File: src/rtl/btn_conditioner.sv
// btn_conditioner: per-channel button synchroniser, debouncer, edge detector
// and auto-repeat generator.
//
// Ports:
//   clk            clock, rising edge
//   rst            asynchronous reset, active high
//   btn_in[C]      raw asynchronous button levels (1 = pressed)
//   mode[2]        event select: 00 press, 01 release, 10 both, 11 none
//   repeat_en      enables auto-repeat on all channels
//   level_out[C]   debounced level
//   press_pulse[C] one-cycle pulse on a debounced 0->1
//   release_pulse[C] one-cycle pulse on a debounced 1->0
//   event_pulse[C] mode-selected edges ORed with repeat pulses (one cycle after the edge pulses)
//   any_event      OR of event_pulse

// One button channel. event_d_o is the next-state value of the channel's
// event_pulse bit; the top registers it alongside the any_event reduction.
module btn_conditioner_chan #(
    parameter int SYNC_STAGES   = 2,
    parameter int STABLE_CYCLES = 1000,
    parameter int REPEAT_DELAY  = 50000,
    parameter int REPEAT_PERIOD = 10000
) (
    input  logic       clk,
    input  logic       rst,
    input  logic       btn_i,
    input  logic [1:0] mode_i,
    input  logic       repeat_en_i,
    output logic       level_o,
    output logic       press_o,
    output logic       release_o,
    output logic       event_d_o
);
    localparam int SW   = $clog2(STABLE_CYCLES + 1);
    localparam int RMAX = (REPEAT_DELAY > REPEAT_PERIOD) ? REPEAT_DELAY : REPEAT_PERIOD;
    localparam int RW   = $clog2(RMAX + 1);
    localparam logic [SW-1:0] STAB_LAST   = SW'(STABLE_CYCLES - 1);
    localparam logic [RW-1:0] DELAY_LAST  = RW'(REPEAT_DELAY - 1);
    localparam logic [RW-1:0] PERIOD_LAST = RW'(REPEAT_PERIOD - 1);

    typedef enum logic [1:0] {IDLE, WAIT, RPT} rpt_state_e;

    logic [SYNC_STAGES-1:0] sync_q;
    logic                   synced;
    logic [SW-1:0]          stab_q, stab_d;
    logic                   level_q, level_d;
    logic                   press_q, press_d;
    logic                   release_q, release_d;
    logic                   rise, fall;
    rpt_state_e             state_q, state_d;
    logic [RW-1:0]          rcnt_q, rcnt_d;
    logic                   rpt;

    assign synced = sync_q[SYNC_STAGES-1];

    // Debounce: count consecutive cycles where the synced input disagrees
    // with the debounced level; flip on the cycle the count would reach
    // STABLE_CYCLES. Edge pulses are registered with the level so they line
    // up with the first cycle showing the new value.
    always_comb begin
        stab_d    = '0;
        level_d   = level_q;
        press_d   = 1'b0;
        release_d = 1'b0;
        rise      = 1'b0;
        fall      = 1'b0;
        if (synced != level_q) begin
            if (stab_q == STAB_LAST) begin
                level_d   = ~level_q;
                press_d   = ~level_q;
                release_d = level_q;
                rise      = ~level_q;
                fall      = level_q;
            end else begin
                stab_d = stab_q + SW'(1);
            end
        end
    end

    // Repeat FSM. Entered on the same edge that raises press_pulse, so in
    // the press_pulse cycle the counter reads 0 and the k-th cycle after it
    // reads k. rpt is combinational; the registered event lands one cycle
    // later, i.e. REPEAT_DELAY cycles after press_pulse.
    always_comb begin
        state_d = state_q;
        rcnt_d  = rcnt_q + RW'(1);
        rpt     = 1'b0;
        case (state_q)
            IDLE: begin
                rcnt_d = '0;
                if (rise && repeat_en_i) state_d = WAIT;
            end
            WAIT: begin
                if (fall || !repeat_en_i) begin
                    state_d = IDLE;
                    rcnt_d  = '0;
                end else if (rcnt_q == DELAY_LAST) begin
                    rpt     = 1'b1;
                    state_d = RPT;
                    rcnt_d  = '0;
                end
            end
            RPT: begin
                if (fall || !repeat_en_i) begin
                    state_d = IDLE;
                    rcnt_d  = '0;
                end else if (rcnt_q == PERIOD_LAST) begin
                    rpt    = 1'b1;
                    rcnt_d = '0;
                end
            end
            default: begin
                state_d = IDLE;
                rcnt_d  = '0;
            end
        endcase
    end

    // Press counts in modes 00/10, release in 01/10; mode 11 mutes everything.
    always_comb begin
        event_d_o = 1'b0;
        if (mode_i != 2'b11)
            event_d_o = (press_q & ~mode_i[0]) | (release_q & (mode_i[0] ^ mode_i[1])) | rpt;
    end

    always_ff @(posedge clk or posedge rst) begin
        if (rst) begin
            sync_q    <= '0;
            stab_q    <= '0;
            level_q   <= 1'b0;
            press_q   <= 1'b0;
            release_q <= 1'b0;
            state_q   <= IDLE;
            rcnt_q    <= '0;
        end else begin
            sync_q    <= {sync_q[SYNC_STAGES-2:0], btn_i};
            stab_q    <= stab_d;
            level_q   <= level_d;
            press_q   <= press_d;
            release_q <= release_d;
            state_q   <= state_d;
            rcnt_q    <= rcnt_d;
        end
    end

    assign level_o   = level_q;
    assign press_o   = press_q;
    assign release_o = release_q;
endmodule

module btn_conditioner #(
    parameter int CHANNELS      = 4,
    parameter int SYNC_STAGES   = 2,
    parameter int STABLE_CYCLES = 1000,
    parameter int REPEAT_DELAY  = 50000,
    parameter int REPEAT_PERIOD = 10000
) (
    input  logic                clk,
    input  logic                rst,
    input  logic [CHANNELS-1:0] btn_in,
    input  logic [1:0]          mode,
    input  logic                repeat_en,
    output logic [CHANNELS-1:0] level_out,
    output logic [CHANNELS-1:0] press_pulse,
    output logic [CHANNELS-1:0] release_pulse,
    output logic [CHANNELS-1:0] event_pulse,
    output logic                any_event
);
    logic [CHANNELS-1:0] event_d, event_q;
    logic                any_q;

    for (genvar g = 0; g < CHANNELS; g++) begin : g_ch
        btn_conditioner_chan #(
            .SYNC_STAGES  (SYNC_STAGES),
            .STABLE_CYCLES(STABLE_CYCLES),
            .REPEAT_DELAY (REPEAT_DELAY),
            .REPEAT_PERIOD(REPEAT_PERIOD)
        ) u_chan (
            .clk        (clk),
            .rst        (rst),
            .btn_i      (btn_in[g]),
            .mode_i     (mode),
            .repeat_en_i(repeat_en),
            .level_o    (level_out[g]),
            .press_o    (press_pulse[g]),
            .release_o  (release_pulse[g]),
            .event_d_o  (event_d[g])
        );
    end

    always_ff @(posedge clk or posedge rst) begin
        if (rst) begin
            event_q <= '0;
            any_q   <= 1'b0;
        end else begin
            event_q <= event_d;
            any_q   <= |event_d;
        end
    end

    assign event_pulse = event_q;
    assign any_event   = any_q;
endmodule

File: config.mk
export PLATFORM = sky130hd
export DESIGN_NAME = btn_conditioner
export DESIGN_NICKNAME = d
export VERILOG_FILES = /design/src/rtl/btn_conditioner.sv
export SDC_FILE = /design/constraint.sdc
export NUM_CORES = 1
export LEC_CHECK = 0
export CAP_MARGIN = 5
export CORE_MARGIN = 2
export CORE_UTILIZATION = 65
export DETAILED_ROUTE_END_ITERATION = 6
export DONT_BUFFER_PORTS = 1
export PLACE_DENSITY_LB_ADDON = 0.1
export SLEW_MARGIN = 20
export SYNTH_ARGS = -nofsm -noshare
export SYNTH_HDL_FRONTEND = slang
export SYNTH_HIERARCHICAL = 1
export SYNTH_SLANG_ARGS = --single-unit
export TNS_END_PERCENT = 5
File: constraint.sdc
create_clock -name clk -period 5.41 [get_ports clk]
set_input_delay 1.082 -clock clk [delete_from_list [all_inputs] [get_ports clk]]
set_output_delay 1.082 -clock clk [all_outputs]
set_load 0.1 [all_outputs]
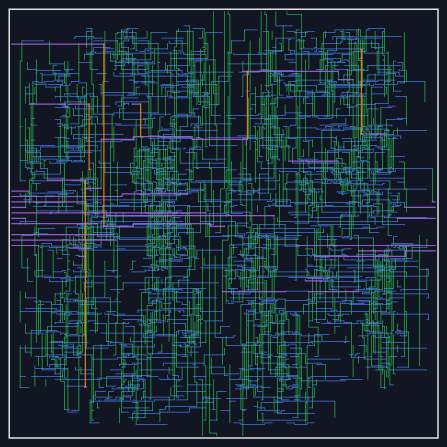
**Above:** metal layers overlaid.
Drawn at 4 px/µm.
legend:
  met1:
    color: blue
    wire_length: 5,580 µm
  met4:
    color: orange
    wire_length: 160 µm
  met2:
    color: green
    wire_length: 6,260 µm
  met3:
    color: purple
    wire_length: 554 µm

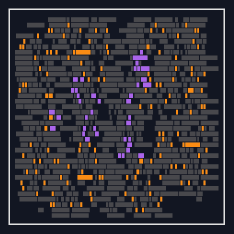
**Above:** gate families picked out.
Drawn at 2 px/µm.
legend:
  NOR gates:
    color: orange
    cells: 136
    most_used: nor2_1
    where: widely spread
  inverting AOI/OAI gates:
    color: purple
    cells: 38
    most_used: a21oi_1
    where: center
final non-filler cell total: 824
combinational share of cell area: 42.5%
most instantiated logic cell after routing: dfrtp_1

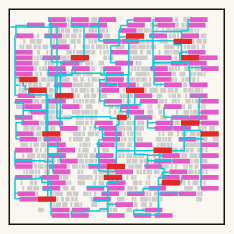
**Above:** clock wires, drivers and flops.
Drawn at 2 px/µm.
legend:
  clock wires:
    color: cyan
    length: 1,490 µm
  flip-flops:
    color: magenta
    count: 137
  cells driving clock nets:
    color: red
    count: 17
flops lie: widely spread
Latency at later pin: 0.52 ns
clock skew: 0.00609 ns
Clock Power Share: 49.1%

==> qor.csv <==
stage,metric,value,unit
logic_synthesis,"count leader, synth",dfrtp_1,
finish,Largest regs,"g_ch.u_chan/rcnt_q: 64 flops, g_ch.u_chan/stab_q: 40 flops",
critical_path,CP Depth,6,
placement,Detail Placement HPWL,8750,µm
cts,root buffer cell,clkbuf_8,
power_and_ir_drop,Top power group,the clock network,
finish,max reg flops,64,
critical_path,Buf/Inv on CP,0,
critical_path,crit path DRT,5.80,ns
finish,design area,0.00754,mm²
logic_synthesis,yosys warning tally,6,
power_and_ir_drop,P_sw,0.445,mW
outcome,status,"complete, no violations",
cts,clk sinks,137,
critical_path,arrival time at the worst endpoint,3.15,ns
global_route,largest net degree at the start of global routing,34,
logic_synthesis,Async SR Flop Fraction,100,%
power_and_ir_drop,Switching Fraction,20.5,%
cts,Num CTS Buffers,17,
job,number of max-cap violations,0,
finish,Layout area overhead,9.74,%
power_and_ir_drop,PD cells,287,mW/mm²
logic_synthesis,synthesized area,0.00687,mm²
detailed_routing,wire per inst,15.2,µm
power_and_ir_drop,sequential power,1.05,mW
cts,H-tree levels,4,
power_and_ir_drop,Flop pwr share,48.3,%
logic_synthesis,Main logic family,simple AND/OR/NAND/NOR gates,
detailed_routing,Met1 Wirelength,5580,µm
timing,RSZ-0062 raised after global routing,false,
global_route,met2 GRT Util,39.9,%
detailed_routing,antenna-violating nets left,0,
logic_synthesis,aoi share,6.72,%
timing,FMAX,363,MHz
global_route,number of global-route vias before repair,4788,
Power figures rest on the tool's default switching activity, not on a simulated workload.
